## src/rtl/alu_pkg.sv

```systemverilog
// alu_pkg: shared opcode/state types and NZP bit positions for alu_multicycle.
package alu_pkg;

    // Opcode presented on the op port (ignored when cmp=1).
    typedef enum logic [1:0] {
        ADD = 2'd0,
        SUB = 2'd1,
        MUL = 2'd2,
        DIV = 2'd3
    } alu_op_t;

    // Handshake FSM states of alu_multicycle.
    typedef enum logic [1:0] {
        IDLE   = 2'd0,
        DIVIDE = 2'd1,
        RESULT = 2'd2
    } alu_state_t;

    // Bit positions of the compare result within alu_out.
    localparam int unsigned NZP_N = 0;
    localparam int unsigned NZP_Z = 1;
    localparam int unsigned NZP_P = 2;

endpackage

```

## src/rtl/alu_divider.sv

```systemverilog
// alu_divider: iterative unsigned restoring divider, one quotient bit per cycle.
// The first quotient bit is produced in the start cycle, so done pulses exactly
// DATA_WIDTH cycles after start with the final quotient already registered.
module alu_divider #(
    parameter int unsigned DATA_WIDTH = 8
) (
    input  logic                  clk,
    input  logic                  reset,
    input  logic                  start,
    input  logic [DATA_WIDTH-1:0] dividend,
    input  logic [DATA_WIDTH-1:0] divisor,
    output logic                  busy,
    output logic                  done,
    output logic [DATA_WIDTH-1:0] quotient
);

    localparam int unsigned CNT_W = $clog2(DATA_WIDTH + 1);
    localparam logic [CNT_W-1:0] STEPS_AFTER_START = CNT_W'(DATA_WIDTH - 1);
    localparam logic [CNT_W-1:0] LAST_STEP         = CNT_W'(1);

    logic [DATA_WIDTH-1:0] remainder;
    logic [DATA_WIDTH-1:0] divisor_q;
    logic [CNT_W-1:0]      count;

    logic [DATA_WIDTH-1:0] src_rem;
    logic [DATA_WIDTH-1:0] src_quo;
    logic [DATA_WIDTH-1:0] src_div;
    logic [DATA_WIDTH:0]   shifted;
    logic [DATA_WIDTH:0]   diff;
    logic [DATA_WIDTH-1:0] next_rem;
    logic [DATA_WIDTH-1:0] next_quo;

    // One restoring step: on start it works on fresh operands, otherwise on the registers.
    always_comb begin
        src_rem  = start ? '0       : remainder;
        src_quo  = start ? dividend : quotient;
        src_div  = start ? divisor  : divisor_q;
        shifted  = {src_rem, src_quo[DATA_WIDTH-1]};
        diff     = shifted - {1'b0, src_div};
        next_rem = shifted[DATA_WIDTH-1:0];
        next_quo = {src_quo[DATA_WIDTH-2:0], 1'b0};
        if (!diff[DATA_WIDTH]) begin
            next_rem    = diff[DATA_WIDTH-1:0];
            next_quo[0] = 1'b1;
        end
    end

    // Iteration control: load on start, step while busy, pulse done after the last step.
    always_ff @(posedge clk) begin
        if (reset) begin
            remainder <= '0;
            quotient  <= '0;
            divisor_q <= '0;
            count     <= '0;
            busy      <= 1'b0;
            done      <= 1'b0;
        end else begin
            done <= 1'b0;
            if (start) begin
                remainder <= next_rem;
                quotient  <= next_quo;
                divisor_q <= divisor;
                count     <= STEPS_AFTER_START;
                busy      <= 1'b1;
            end else if (busy) begin
                remainder <= next_rem;
                quotient  <= next_quo;
                count     <= count - LAST_STEP;
                if (count == LAST_STEP) begin
                    busy <= 1'b0;
                    done <= 1'b1;
                end
            end
        end
    end

endmodule

```

## src/rtl/alu_multicycle.sv

```systemverilog
// alu_multicycle: per-thread ALU with valid/ready handshake. ADD/SUB/MUL/CMP are
// registered in the accept cycle; DIV runs on alu_divider for DATA_WIDTH cycles.
// Build option: define ALU_SIGNED_CMP_EN for a two's-complement CMP (default unsigned).
module alu_multicycle
    import alu_pkg::*;
#(
    parameter int unsigned DATA_WIDTH = 8
) (
    input  logic                  clk,
    input  logic                  reset,
    input  logic                  enable,
    input  logic                  in_valid,
    output logic                  in_ready,
    input  logic [1:0]            op,
    input  logic                  cmp,
    input  logic [DATA_WIDTH-1:0] rs,
    input  logic [DATA_WIDTH-1:0] rt,
    output logic                  out_valid,
    input  logic                  out_ready,
    output logic [DATA_WIDTH-1:0] alu_out,
    output logic                  div_zero
);

    alu_state_t state;
    alu_op_t    op_sel;
    logic       accept;
    logic       div_start;
    logic       div_busy;
    logic       div_done;
    logic [DATA_WIDTH-1:0]   div_quotient;
    logic [DATA_WIDTH-1:0]   single_result;
    logic [2*DATA_WIDTH-1:0] product;
    logic cmp_gt;
    logic cmp_eq;
    logic cmp_lt;

    assign op_sel    = alu_op_t'(op);
    assign in_ready  = enable & (state == IDLE) & ~reset;
    assign accept    = in_valid & in_ready;
    assign div_start = accept & ~cmp & (op_sel == DIV) & (rt != '0);

    // Magnitude compare taken directly on the operands, not from a subtraction sign.
    always_comb begin
`ifdef ALU_SIGNED_CMP_EN
        cmp_gt = $signed(rs) > $signed(rt);
        cmp_lt = $signed(rs) < $signed(rt);
`else
        cmp_gt = rs > rt;
        cmp_lt = rs < rt;
`endif
        cmp_eq = rs == rt;
    end

    // Result of every op that completes in the accept cycle (DIV by zero yields all ones).
    always_comb begin
        product       = {{DATA_WIDTH{1'b0}}, rs} * {{DATA_WIDTH{1'b0}}, rt};
        single_result = '0;
        if (cmp) begin
            single_result[NZP_N] = cmp_lt;
            single_result[NZP_Z] = cmp_eq;
            single_result[NZP_P] = cmp_gt;
        end else begin
            case (op_sel)
                ADD:     single_result = rs + rt;
                SUB:     single_result = rs - rt;
                MUL:     single_result = product[DATA_WIDTH-1:0];
                default: single_result = '1;
            endcase
        end
    end

    alu_divider #(
        .DATA_WIDTH (DATA_WIDTH)
    ) u_divider (
        .clk      (clk),
        .reset    (reset),
        .start    (div_start),
        .dividend (rs),
        .divisor  (rt),
        .busy     (div_busy),
        .done     (div_done),
        .quotient (div_quotient)
    );

    // Handshake FSM with registered result outputs; results hold until out_ready.
    always_ff @(posedge clk) begin
        if (reset) begin
            state     <= IDLE;
            out_valid <= 1'b0;
            alu_out   <= '0;
            div_zero  <= 1'b0;
        end else begin
            case (state)
                IDLE: begin
                    if (accept) begin
                        if (div_start) begin
                            state <= DIVIDE;
                        end else begin
                            state     <= RESULT;
                            out_valid <= 1'b1;
                            alu_out   <= single_result;
                            div_zero  <= ~cmp & (op_sel == DIV);
                        end
                    end
                end
                DIVIDE: begin
                    if (div_done && !div_busy) begin
                        state     <= RESULT;
                        out_valid <= 1'b1;
                        alu_out   <= div_quotient;
                        div_zero  <= 1'b0;
                    end
                end
                RESULT: begin
                    if (out_ready) begin
                        state     <= IDLE;
                        out_valid <= 1'b0;
                    end
                end
                default: begin
                    state     <= IDLE;
                    out_valid <= 1'b0;
                end
            endcase
        end
    end

endmodule
```

## config.mk

```make
export PLATFORM = sky130hd
export DESIGN_NAME = alu_multicycle
export DESIGN_NICKNAME = d
export VERILOG_FILES = /design/src/rtl/alu_pkg.sv /design/src/rtl/alu_divider.sv /design/src/rtl/alu_multicycle.sv
export SDC_FILE = /design/constraint.sdc
export NUM_CORES = 1
export LEC_CHECK = 0
export CAP_MARGIN = 20
export CELL_PAD_IN_SITES_DETAIL_PLACEMENT = 0
export CELL_PAD_IN_SITES_GLOBAL_PLACEMENT = 2
export CORE_UTILIZATION = 38
export DETAILED_ROUTE_END_ITERATION = 7
export PLACE_DENSITY_LB_ADDON = 0.1
export SYNTH_ARGS = -nofsm -noshare
export SYNTH_HDL_FRONTEND = slang
export SYNTH_HIERARCHICAL = 1
export SYNTH_SLANG_ARGS = --single-unit
```

## constraint.sdc

```tcl
create_clock -name clk -period 7.5 [get_ports clk]
set_input_delay 0.75 -clock clk [delete_from_list [all_inputs] [get_ports clk]]
set_output_delay 0.75 -clock clk [all_outputs]
set_load 0.01 [all_outputs]
```

run_1/clock_nets.png
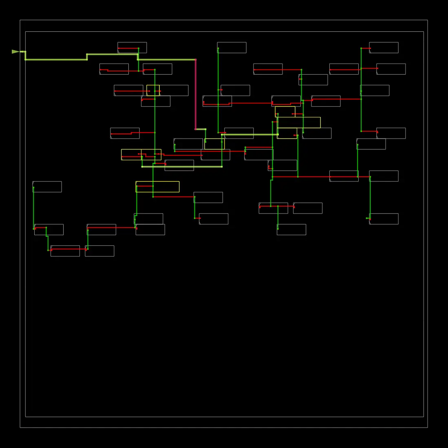
Max Clock Skew: 9.80 ps
clk sinks: 42
CTS buffer count: 5
clk_lat worst skew: 290 ps

run_1/util_map.png
(4 px per um) The die is cut into 10 by 10 equal tiles; black is low, pale yellow is high, 0 to 100% covered.
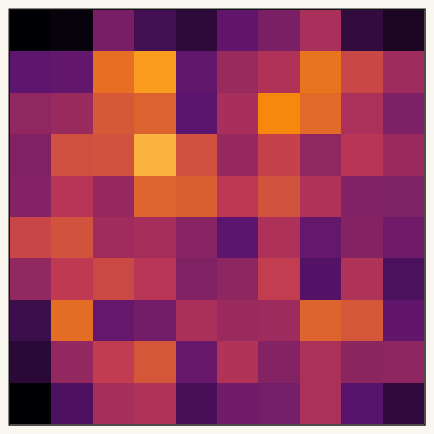
fullest tile = 84%
nearly empty tiles = 2.0%
mean over tiles = 40%

==> flow_metrics.py, run 1 <==
# Generated from Yosys and OpenROAD reports
metrics = {
    "synthesis": {
        "ys_area_sq_um": 3920,
        "top_logic_kind": "adder cells",
        "async_flop_share_pct": 0,
        "enable_flop_cells": 0,
    },
    "die": {
        "num_rows": 36,
        "die_w_um": 104,
        "floorplan.core_util_pct": 39.6,
        "io_pins": 35,
    },
    "final_layout": {
        "seq_share_pct": 18.7,
        "fill_cells": 1055,
        "antenna_cells": 0,
    },
    "placement": {
        "dpl-instance-area_sq_um": 4360,
        "portBuffers": 34,
    },
    "routing": {
        "routed.top_layer": "met4",
        "drt_iter0_markers": 120,
    },
    "power_and_ir_drop": {
        "intPower_mw": 0.476,
    },
    "grt": {
        "grtUsageMet1_pct": 29.3,
    },
    "critical_path": {
        "path_max_fanout": 26,
        "critPathLaunch": "op[0]",
    },
    "sta": {
        "rsz0062_at_grt": "no",
        "relSlewSlack_pct": 32.1,
    },
    "status": {
        "status": "complete, no violations",
    },
}
run_1/class_map.png
(3 px per um)
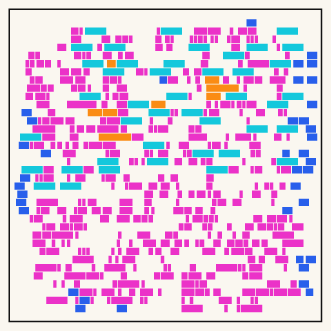
magenta -> remaining logic cells  # cells 408
blue -> remaining buffers and delay cells  # cells 38
orange -> clock drivers and dummy loads  # cells 8
cyan -> registers  # cells 42

==> run 2: changes to the inputs <==
Settings changed: CORE_UTILIZATION 38 to 36.
Clock period 7.5 ns to 4.7 ns, I/O delays scaled along.
run_2/clock_nets.png
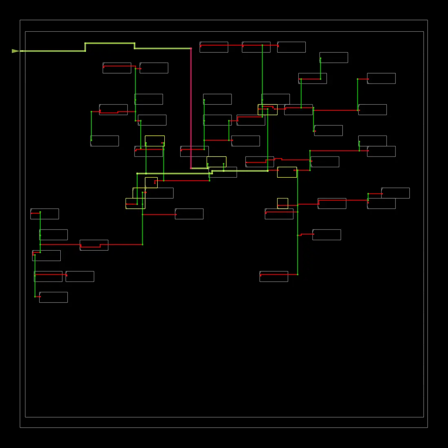
Max Clock Skew: 12.4 ps
clk_lat worst skew: 300 ps
clk pwr: 0.247 mW

==> run 2 against run 1 <==
Compared with the run above:
- setup slack got worse by 2100 ps
- non-clock buffer count grew 17
- cell area increased by 1.9%
- critical path type unchanged
- final cell count up 3.2%
- largest cell class unchanged
- count of clock-buffer cells in the layout is the same
- die size rose by 5.4%
- first-iteration DRC count increased by 26%
==> flow_metrics.py, run 2 <==
# Generated from Yosys and OpenROAD reports
metrics = {
    "routing": {
        "routed.top_layer": "met4",
        "wl_per_cell_um": 16.1,
    },
    "status": {
        "status": "complete, no violations",
    },
    "power_and_ir_drop": {
        "power_sequential_mw": 0.370,
        "intPower_mw": 0.662,
    },
    "die": {
        "num_rows": 37,
        "die_w_um": 106,
        "io_pins": 35,
        "floorplan.core_util_pct": 37.5,
    },
    "min_path": {
        "worstHoldStart": "u_divider/remainder[7]",
    },
    "sta": {
        "layout_setup_ws_ps": 441,
        "rsz0062_at_grt": "no",
        "relSlewSlack_pct": 52.0,
    },
    "final_layout": {
        "clockBufferCount": 5,
        "seq_share_pct": 18.3,
        "antenna_cells": 0,
        "mi_logic_area_sq_um": 2830,
    },
    "synthesis": {
        "top_logic_kind": "adder cells",
        "ys_area_sq_um": 3920,
        "syn-num-nets": 551,
        "enable_flop_cells": 0,
    },
    "clocking": {
        "clock-sinks": 42,
        "cts_buffers": 5,
        "clkTransAtPathRegs_ps": 100,
    },
    "placement": {
        "dpl-instance-area_sq_um": 4490,
        "portBuffers": 34,
    },
    "grt": {
        "first_global_vias": 3278,
        "grtUsageMet1_pct": 27.5,
    },
    "critical_path": {
        "path_max_fanout": 4,
        "critPathLaunch": "rt[4]",
        "r2r-start": "state[1]",
    },
}
run_2/util_map.png
(4 px per um) The die is cut into 11 by 11 equal tiles; black is low, pale yellow is high, 0 to 100% covered.
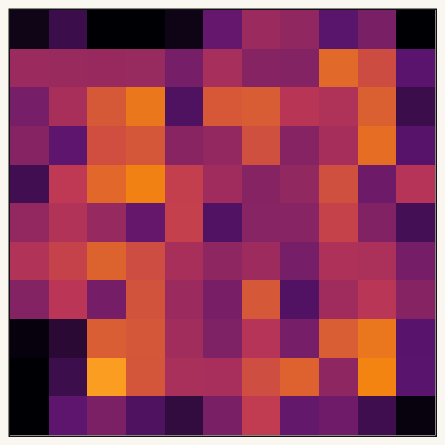
fullest tile = 79%
densest ninth of the die = middle left
mean over tiles = 39%
nearly empty tiles = 5.0%

==> run 3: changes to the inputs <==
Settings changed: RECOVER_POWER set to 25.
run_3/class_map.png
(2 px per um)
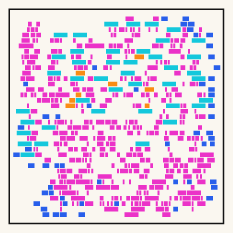
magenta -> remaining logic cells  # cells 408
blue -> remaining buffers and delay cells  # cells 55
orange -> clock drivers and dummy loads  # cells 8
cyan -> registers  # cells 42

==> run 3 against run 2 <==
Compared with the run above:
- die size unchanged
- synthesized cell count unchanged
- first-iteration DRC count decreased by 1.3%
- via count increased by 0.67%
- critical path depth unchanged
- combinational power about the same
- flip-flop count unchanged
- final cell count unchanged
- critical endpoint unchanged
==> flow_metrics.py, run 3 <==
# Generated from Yosys and OpenROAD reports
metrics = {
    "synthesis": {
        "top_logic_kind": "adder cells",
        "enable_flop_cells": 0,
        "ys.flop_type": "dfxtp_1",
        "top_cells_by_area": "dfxtp_1 21%, ha_1 13%, fa_1 7.7%, mux2i_1 5.9%, nor2_1 5.7%",
        "ys_area_sq_um": 3920,
        "async_flop_share_pct": 0,
        "synthXorXnorAreaFrac_pct": 7.63,
        "syn-num-nets": 551,
    },
    "power_and_ir_drop": {
        "power_sequential_mw": 0.369,
        "intPower_mw": 0.660,
        "p_clk_mw": 0.248,
        "total_power_mw": 1.02,
    },
    "die": {
        "die_w_um": 106,
        "floorplan.core_util_pct": 37.5,
        "io_pins": 35,
        "num_rows": 37,
    },
    "critical_path": {
        "r2r_slack_ps": 1100,
        "r2r-start": "state[0]",
        "critPathLaunch": "rt[4]",
        "critPathCaptureType": "flip-flop",
        "path_max_fanout": 4,
    },
    "final_layout": {
        "drive_gt1_share_pct": 8.38,
        "nNonClkBuffers": 55,
        "register_area_sq_um": 841,
        "clockBufferCount": 5,
        "fill_cells": 1118,
        "antenna_cells": 0,
        "mi_logic_area_sq_um": 2810,
        "seq_share_pct": 18.4,
    },
    "sta": {
        "clock.fmax_mhz": 234,
        "fin_crit_sh_pct": 90.8,
        "relSlewSlack_pct": 19.9,
        "fin_skew_ps": 13.5,
        "rsz0062_at_grt": "no",
        "layout_setup_ws_ps": 432,
    },
    "clocking": {
        "clk-insertion-delay-late_ps": 300,
        "clock-sinks": 42,
        "clkTransAtPathRegs_ps": 90,
    },
    "grt": {
        "grtUsageMet1_pct": 27.5,
        "first_global_vias": 3278,
    },
    "routing": {
        "drt_iter0_markers": 149,
        "routed.top_layer": "met4",
        "wl_per_cell_um": 16.2,
    },
    "placement": {
        "portBuffers": 34,
        "dpl-instance-area_sq_um": 4490,
    },
    "min_path": {
        "worstHoldStart": "u_divider/remainder[7]",
        "hp-class": "reg -> reg",
    },
    "status": {
        "status": "complete, no violations",
    },
}
run_3/util_map.png
(4 px per um) The die is cut into 11 by 11 equal tiles; black is low, pale yellow is high, 0 to 100% covered.
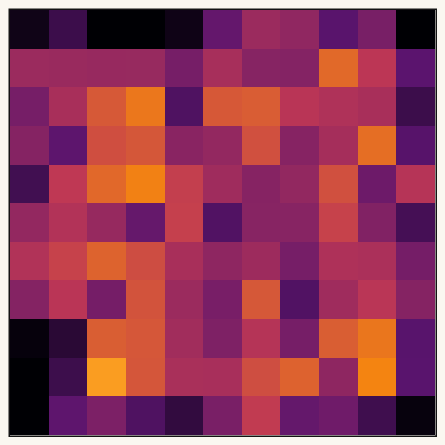
densest ninth of the die = middle left
fullest tile = 79%
nearly empty tiles = 5.0%


==> notes/layouts.md <==
Pictures saved along the way, in no particular order.

Ports around the boundary.
(4 px per um) Pins as bars across the die edge, other pins in gray.
Plate I
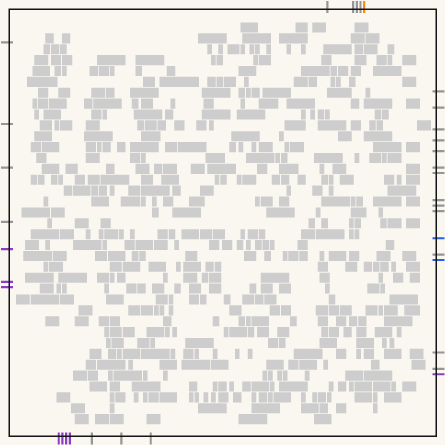
Plate II
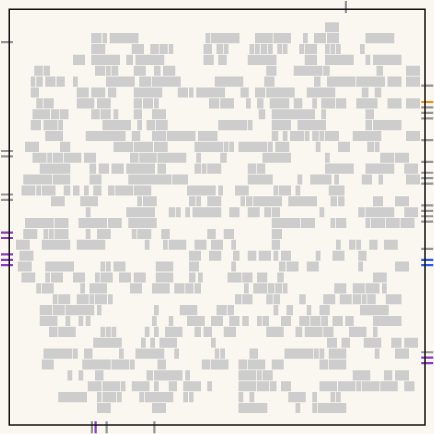
| picture | from |
|---|---|
| Plate II | run 1 |
| Plate I | run 3 |

Key to Plate I:
blue -> `op`  # pins 2, direction input, edge right
orange -> `enable`  # pins 1, direction input, edge top
purple -> `rt`  # pins 8, direction input, edge 4 bottom, 3 left, 1 right
all pins by edge = 16 right, 7 left, 7 bottom, 5 top

Power and IR drop assume default switching activity.
